**src/rtl/ram_arbiter.sv**
```systemverilog
// ram_arbiter: fixed-priority two-port RAM arbiter with starvation guard; ports m0_*/m1_* requesters, ram_* RAM side, busy = read outstanding
module ram_arbiter #(
  parameter int ADDR_W   = 16,
  parameter int DATA_W   = 32,
  parameter int MAX_WAIT = 4
) (
  input  logic              clk,
  input  logic              reset,
  input  logic              m0_req,
  input  logic              m0_we,
  input  logic [ADDR_W-1:0] m0_addr,
  input  logic [DATA_W-1:0] m0_wdata,
  output logic              m0_gnt,
  output logic              m0_rvalid,
  output logic [DATA_W-1:0] m0_rdata,
  input  logic              m1_req,
  input  logic              m1_we,
  input  logic [ADDR_W-1:0] m1_addr,
  input  logic [DATA_W-1:0] m1_wdata,
  output logic              m1_gnt,
  output logic              m1_rvalid,
  output logic [DATA_W-1:0] m1_rdata,
  output logic [ADDR_W-1:0] ram_addr,
  output logic [DATA_W-1:0] ram_wdata,
  output logic              ram_wren,
  input  logic [DATA_W-1:0] ram_rdata,
  output logic              busy
);
  localparam logic [3:0] MW = 4'(MAX_WAIT);
  logic [3:0] wait_cnt;
  logic       force1, rd_pend, rd_port;
  always_comb begin
    m1_gnt    = m1_req & (force1 | ~m0_req);
    m0_gnt    = m0_req & ~m1_gnt;
    ram_addr  = m1_gnt ? m1_addr : m0_addr;
    ram_wdata = m1_gnt ? m1_wdata : m0_wdata;
    ram_wren  = ~reset & (m1_gnt ? m1_we : (m0_gnt & m0_we));
    m0_rvalid = rd_pend & ~rd_port;
    m1_rvalid = rd_pend & rd_port;
    m0_rdata  = ram_rdata;
    m1_rdata  = ram_rdata;
    busy      = rd_pend;
  end
  always_ff @(posedge clk or posedge reset) begin
    if (reset) begin
      wait_cnt <= '0;
      force1   <= 1'b0;
      rd_pend  <= 1'b0;
      rd_port  <= 1'b0;
    end else begin
      rd_pend <= (m0_gnt & ~m0_we) | (m1_gnt & ~m1_we);
      if ((m0_gnt & ~m0_we) | (m1_gnt & ~m1_we)) rd_port <= m1_gnt;
      if (m1_req & ~m1_gnt) begin
        wait_cnt <= (wait_cnt == MW) ? wait_cnt : wait_cnt + 4'd1;
        if (wait_cnt + 4'd1 == MW) force1 <= 1'b1;
      end else begin
        wait_cnt <= '0;
        if (m1_gnt) force1 <= 1'b0;
      end
    end
  end
endmodule

```
**config.mk**
```make
export PLATFORM = sky130hd
export DESIGN_NAME = ram_arbiter
export DESIGN_NICKNAME = d
export VERILOG_FILES = /design/src/rtl/ram_arbiter.sv
export SDC_FILE = /design/constraint.sdc
export NUM_CORES = 1
export LEC_CHECK = 0
export CORE_AREA = 2 2 97 99
export DETAILED_ROUTE_END_ITERATION = 6
export DIE_AREA = 0 0 99 101
export PLACE_DENSITY_LB_ADDON = 0.12
export SLEW_MARGIN = 0
export SYNTH_ARGS = -nofsm -noshare
export SYNTH_HDL_FRONTEND = slang
export SYNTH_SLANG_ARGS = --single-unit
```
**constraint.sdc**
```tcl
create_clock -name clk -period 2.17 [get_ports clk]
set_input_delay 0.434 -clock clk [delete_from_list [all_inputs] [get_ports clk]]
set_output_delay 0.434 -clock clk [all_outputs]
set_load 0.005 [all_outputs]
```
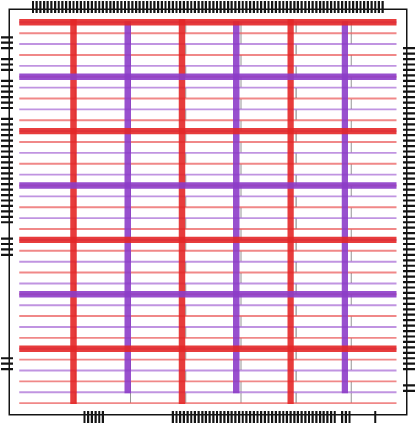
Run 1: power grid
Drawn at 4 px/um. Pins as bars on the die edge. Tap cells in grey.
Key: red = VSS; purple = VDD
252 signal pins sit on the boundary. 7 straps on met5. 36 met1 rails follow the rows. 111 tap cells.
Worst VDD drop: 0.000240 V
core box area: 8980 sq um
Chip Height: 101 um

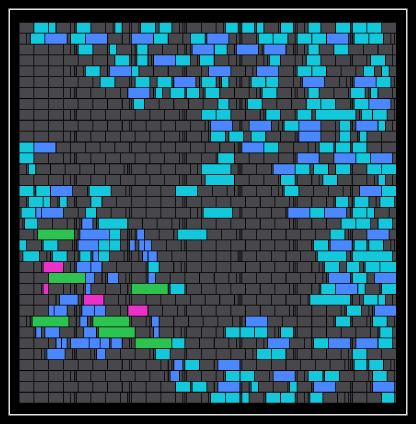
Run 1: cells coloured by class
Drawn at 4 px/um. Fill, decap, tap and diode cells in grey.
Key: green = sequential cells [cells 7]; blue = combinational and other logic [cells 86]; magenta = clock drivers and dummy loads [cells 4]; cyan = remaining buffers and delay cells [cells 186]
sequential share of cell area: 5.56%
share of the core filled with cells: 35.1%
fin area: 3150 sq um

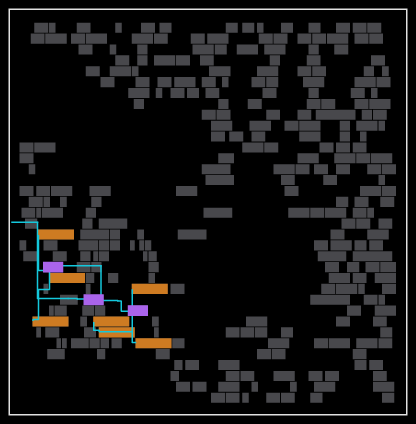
Run 1: clock wires, drivers and flops
Drawn at 4 px/um.
Key: cyan = clock wires [length 130 um]; orange = flip-flops [count 7]; purple = clock drivers [count 3]
There are 4 routed clock nets.
clock latency on the worst-skew pair: 220 ps
clock share of power: 20.6%
P_clk: 0.179 mW
worst-case clock skew: 1.60 ps

==> impl_metrics.ini, run 1 <==
; flow metrics
[outcome]
outcome = complete, no violations

[placed_design]
dpl_cell_area_sq_um = 2940
globalplace.congestion = 0.705
place_ws_ps = -477
post-dp-hpwl_mm = 4.59
place_inst = 369

[die]
tap_cells = 111
fp.dieW_um = 99

[route]
met3WireLength_um = 666
dr.pass1.iters = 4
dr_total_vias = 1508
dr.max_layer_used = met4
route.met2.wl_mm = 2.91
ant_nets = 0

[synthesis]
top_area_share_pct = 42.6
syn_area_per_cell_sq_um = 10.4
yosysUniqueCellTypes = 26

[timing]
finalCritPeriodShare_pct = 96.5
period_minus_slack_ps = 2090
layout_setup_ws_ps = 75.7
setup_viol = 0

[grt]
grt_pass1_vias = 1523
gr-usage-met3_pct = 4.23
grt_remaining_overflow = 0
grt_max_degree = 10
busiest_layer = met2

[critical_path]
critPathMaxStageDelay_ps = 380
critPathBufInv = 3
crit_chain = nand2b_4 -> nand2_8 -> buf_12 -> buf_16 -> mux2_4 -> dlygate4sd2_1
critical_path.startpoint = force1
path_delay_family = buffers and inverters
cp-end-kind = output port
worstSetupEndpoint = ram_wdata[20]
cp_max_fo = 7
cp.depth = 6
regToRegEndpoint = wait_cnt[1]

[clocking]
clock_sinks = 7
htreeDepth = 1
cts_tree = yes

[power_and_ir_drop]
switching_power_mw = 0.202

[cells_and_area]
inverters_excl_clock = 7
layout-drive-gt1-share_pct = 38.2
final_nets = 421
comb_cells = 79

[job]
cap_violations = 0
## run 1: cell families (layout without fill, tap and decap cells)
kind of cell | Yosys count | in the layout | share of synthesized area, %
buffers and inverters | 76 | 197 | 33.3
AOI/OAI and AO/OA | 9 | 9 | 3.55
and+or+nand+nor | 15 | 15 | 5.77
xor gates and xnor gates | 3 | 3 | 1.55
adders and majority gates | 3 | 3 | 2.22
muxes | 49 | 49 | 43.2
DFF | 7 | 7 | 10.4
## run 1: layout by cell type (no fill, tap or decap), drive strengths merged, types with 2 or more instances in the layout
cell           count
xor2               2
nand3b             2
nor2b              2
ha                 3
buf               41
inv                7
nand2              3
nor2               2
a31oi              2
clkdlybuf4s15     11
dlygate4sd2       19
a21oi              2
mux2              48
nand2b             2
clkdlybuf4s50    103
clkbuf            16
dfrtp              7
nand3              2
## run 1: cells in the mapped netlist
cell type,number
nor3b_1,1
o21a_1,1
a41o_1,1
a21oi_1,2
nor2b_1,2
dfrtp_1,7
mux2_4,48
nor2_1,2
a21o_1,1
inv_1,7
buf_4,64
ha_1,3
nand2b_4,1
o21ai_0,1
a21boi_0,1
buf_6,5
and2_1,1
nand3_1,2
nand2_4,1
xnor2_1,1
nand2_1,2
mux2i_1,1
a31oi_1,2
nand2b_1,1
nand3b_1,2
xor2_1,2
## run 1: stage by stage
stage,total power [mW],TNS [ps],util [%]
floorplan,0.423,0,-
global placement,0.694,-20910,32.8
detailed placement,0.693,-22010,32.8
CTS,0.890,-132,35.5
global route,0.927,-0.225,35.1
finish,0.869,0,35.1
## run 1: what timing repair did
item | 4_1_cts | 5_1_grt
resized | 105 | 24
buffers inserted | 17 | 1
gates cloned | 3 | 0
pin swaps | 1 | 0
endpoints found under the setup margin | 51 | 28
hold buffers | 0 | 0
Run 1, metal layers overlaid:
Drawn at 4 px/um.
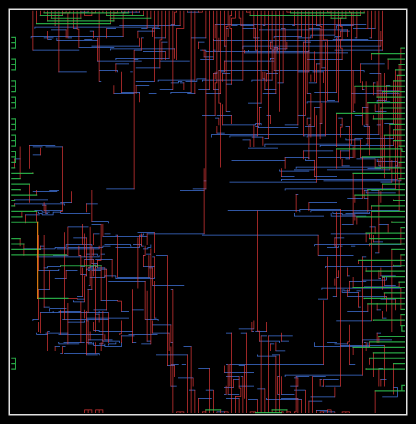

==> inputs of run 2 (changes only) <==
--- a/config.mk
+++ b/config.mk
@@ -9,6 +9,7 @@
 export DETAILED_ROUTE_END_ITERATION = 6
 export DIE_AREA = 0 0 99 101
 export PLACE_DENSITY_LB_ADDON = 0.12
+export SETUP_SLACK_MARGIN = 0.5
 export SLEW_MARGIN = 0
 export SYNTH_ARGS = -nofsm -noshare
 export SYNTH_HDL_FRONTEND = slang
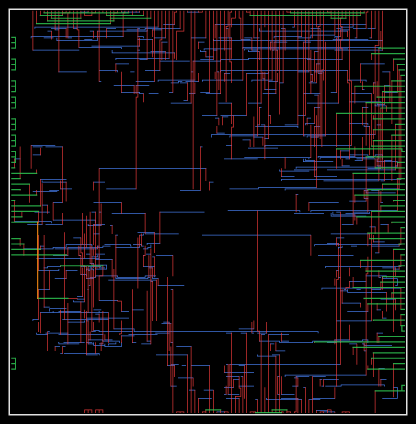
Run 2: metal layers overlaid
Drawn at 4 px/um.
Key: green = metal 3 [wire length 695 um]; blue = metal 1 [wire length 2,250 um]; orange = metal 4 [wire length 19.0 um]; red = metal 2 [wire length 3,000 um]
Routed WL per cell: 14.8 um
Vias: 1,528
Total GRT Usage: 11.0%
overall routed net length: 5.96 mm

==> run 2 against run 1 <==
Effect of this change:
- sequential share of layout area decreased by 0.54 points
- global-route usage increased by 0.22 points
- critical endpoint is now ram_wdata[3]
- synthesized cell count unchanged
- highest routed layer unchanged
- via count increased by 1.3%
- largest cell class unchanged
==> impl_metrics.ini, run 2 <==
; flow metrics
[placed_design]
dpl_cell_area_sq_um = 2940
post-dp-hpwl_mm = 4.59
place_inst = 369
globalplace.congestion = 0.705

[outcome]
outcome = complete, no violations

[timing]
tns_ps = 0
setup_viol = 0
layout_setup_ws_ps = 107
period_minus_slack_ps = 2060
skew_ps = 1.40

[route]
ant_nets = 0

[cells_and_area]
final_core_util_pct = 38.9
mostFrequentLayoutCells = 100 x clkdlybuf4s50_1, 68 x buf_6, 48 x mux2_4
final_nets = 430
layout-drive-gt1-share_pct = 50.3

[die]
die_h_um = 101
fp.dieW_um = 99

[power_and_ir_drop]
switching_power_mw = 0.227
clkPwrFrac_pct = 18.3
irDropWorstVdd_v = 0.000251

[clocking]
htreeDepth = 1
clk_latency_ps = 220
cts_tree = yes

[critical_path]
critical_path.startpoint = force1
critPathMaxStageDelay_ps = 380

[synthesis]
synth.top_cells.by_count = 64 x buf_4, 48 x mux2_4, 7 x dfrtp_1, 7 x inv_1, 5 x buf_6
syn_area_per_cell_sq_um = 10.4

[grt]
grt_max_degree = 8
[run 2: cell counts after synthesis]
Identical to the previous run, type by type.
[run 2: power groups by stage]
| stage | logic [mW] | registers [mW] | clock network [mW] |
|---|---|---|---|
| floorplan | 0.281 | 0.142 | 0 |
| global placement | 0.550 | 0.144 | 0 |
| detailed placement | 0.549 | 0.144 | 0 |
| CTS | 0.638 | 0.142 | 0.188 |
| global route | 0.702 | 0.143 | 0.196 |
| finish | 0.660 | 0.142 | 0.180 |
[run 2: critical path, delay by kind of cell (launching register included)]
kind | cells | cell delay (ps)
buf+inv | 4 | 460
flops | 1 | 380
mux | 1 | 300
simple gates | 2 | 260
[run 2: final cells by class]
type                    instances  area [sq um]
inverters                       7          28.8
fillers                       890          5480
clock buffers                   4          45.0
repair buffers                195          2140
multi-input cells              79           965
flip-flops and latches          7           175
well taps                     111           139
[run 2: layer usage]
metal  vias to the layer above  wire [um]
met4                         0         19
met1                       680       2250
met2                       105       3000
li1                        741          -
met3                         2        695
met5                         -          0
[run 2: logic make-up (layout without fill, tap and decap cells)]
family                     Yosys count  in the layout  share of synthesized area [%]
AOI/OAI and AO/OA                    9              9                           3.55
xor gates and xnor gates             3              3                           1.55
adders and majority gates            3              3                           2.22
buffers and inverters               76            206                           33.3
DFF                                  7              7                           10.4
muxes                               49             49                           43.2
and+or+nand+nor                     15             15                           5.77
[run 2: worst min-delay path by stage]
stage,start,end,slack [ps]
5_1_grt,reset,busy,530
2_1_floorplan,reset,busy,240
3_3_place_gp,wait_cnt[2],wait_cnt[2],580
3_5_place_dp,wait_cnt[2],wait_cnt[2],570
6_report,reset,wait_cnt[1],510
4_1_cts,reset,wait_cnt[1],510
Power figures rest on the tool's default switching activity, not on a simulated workload.
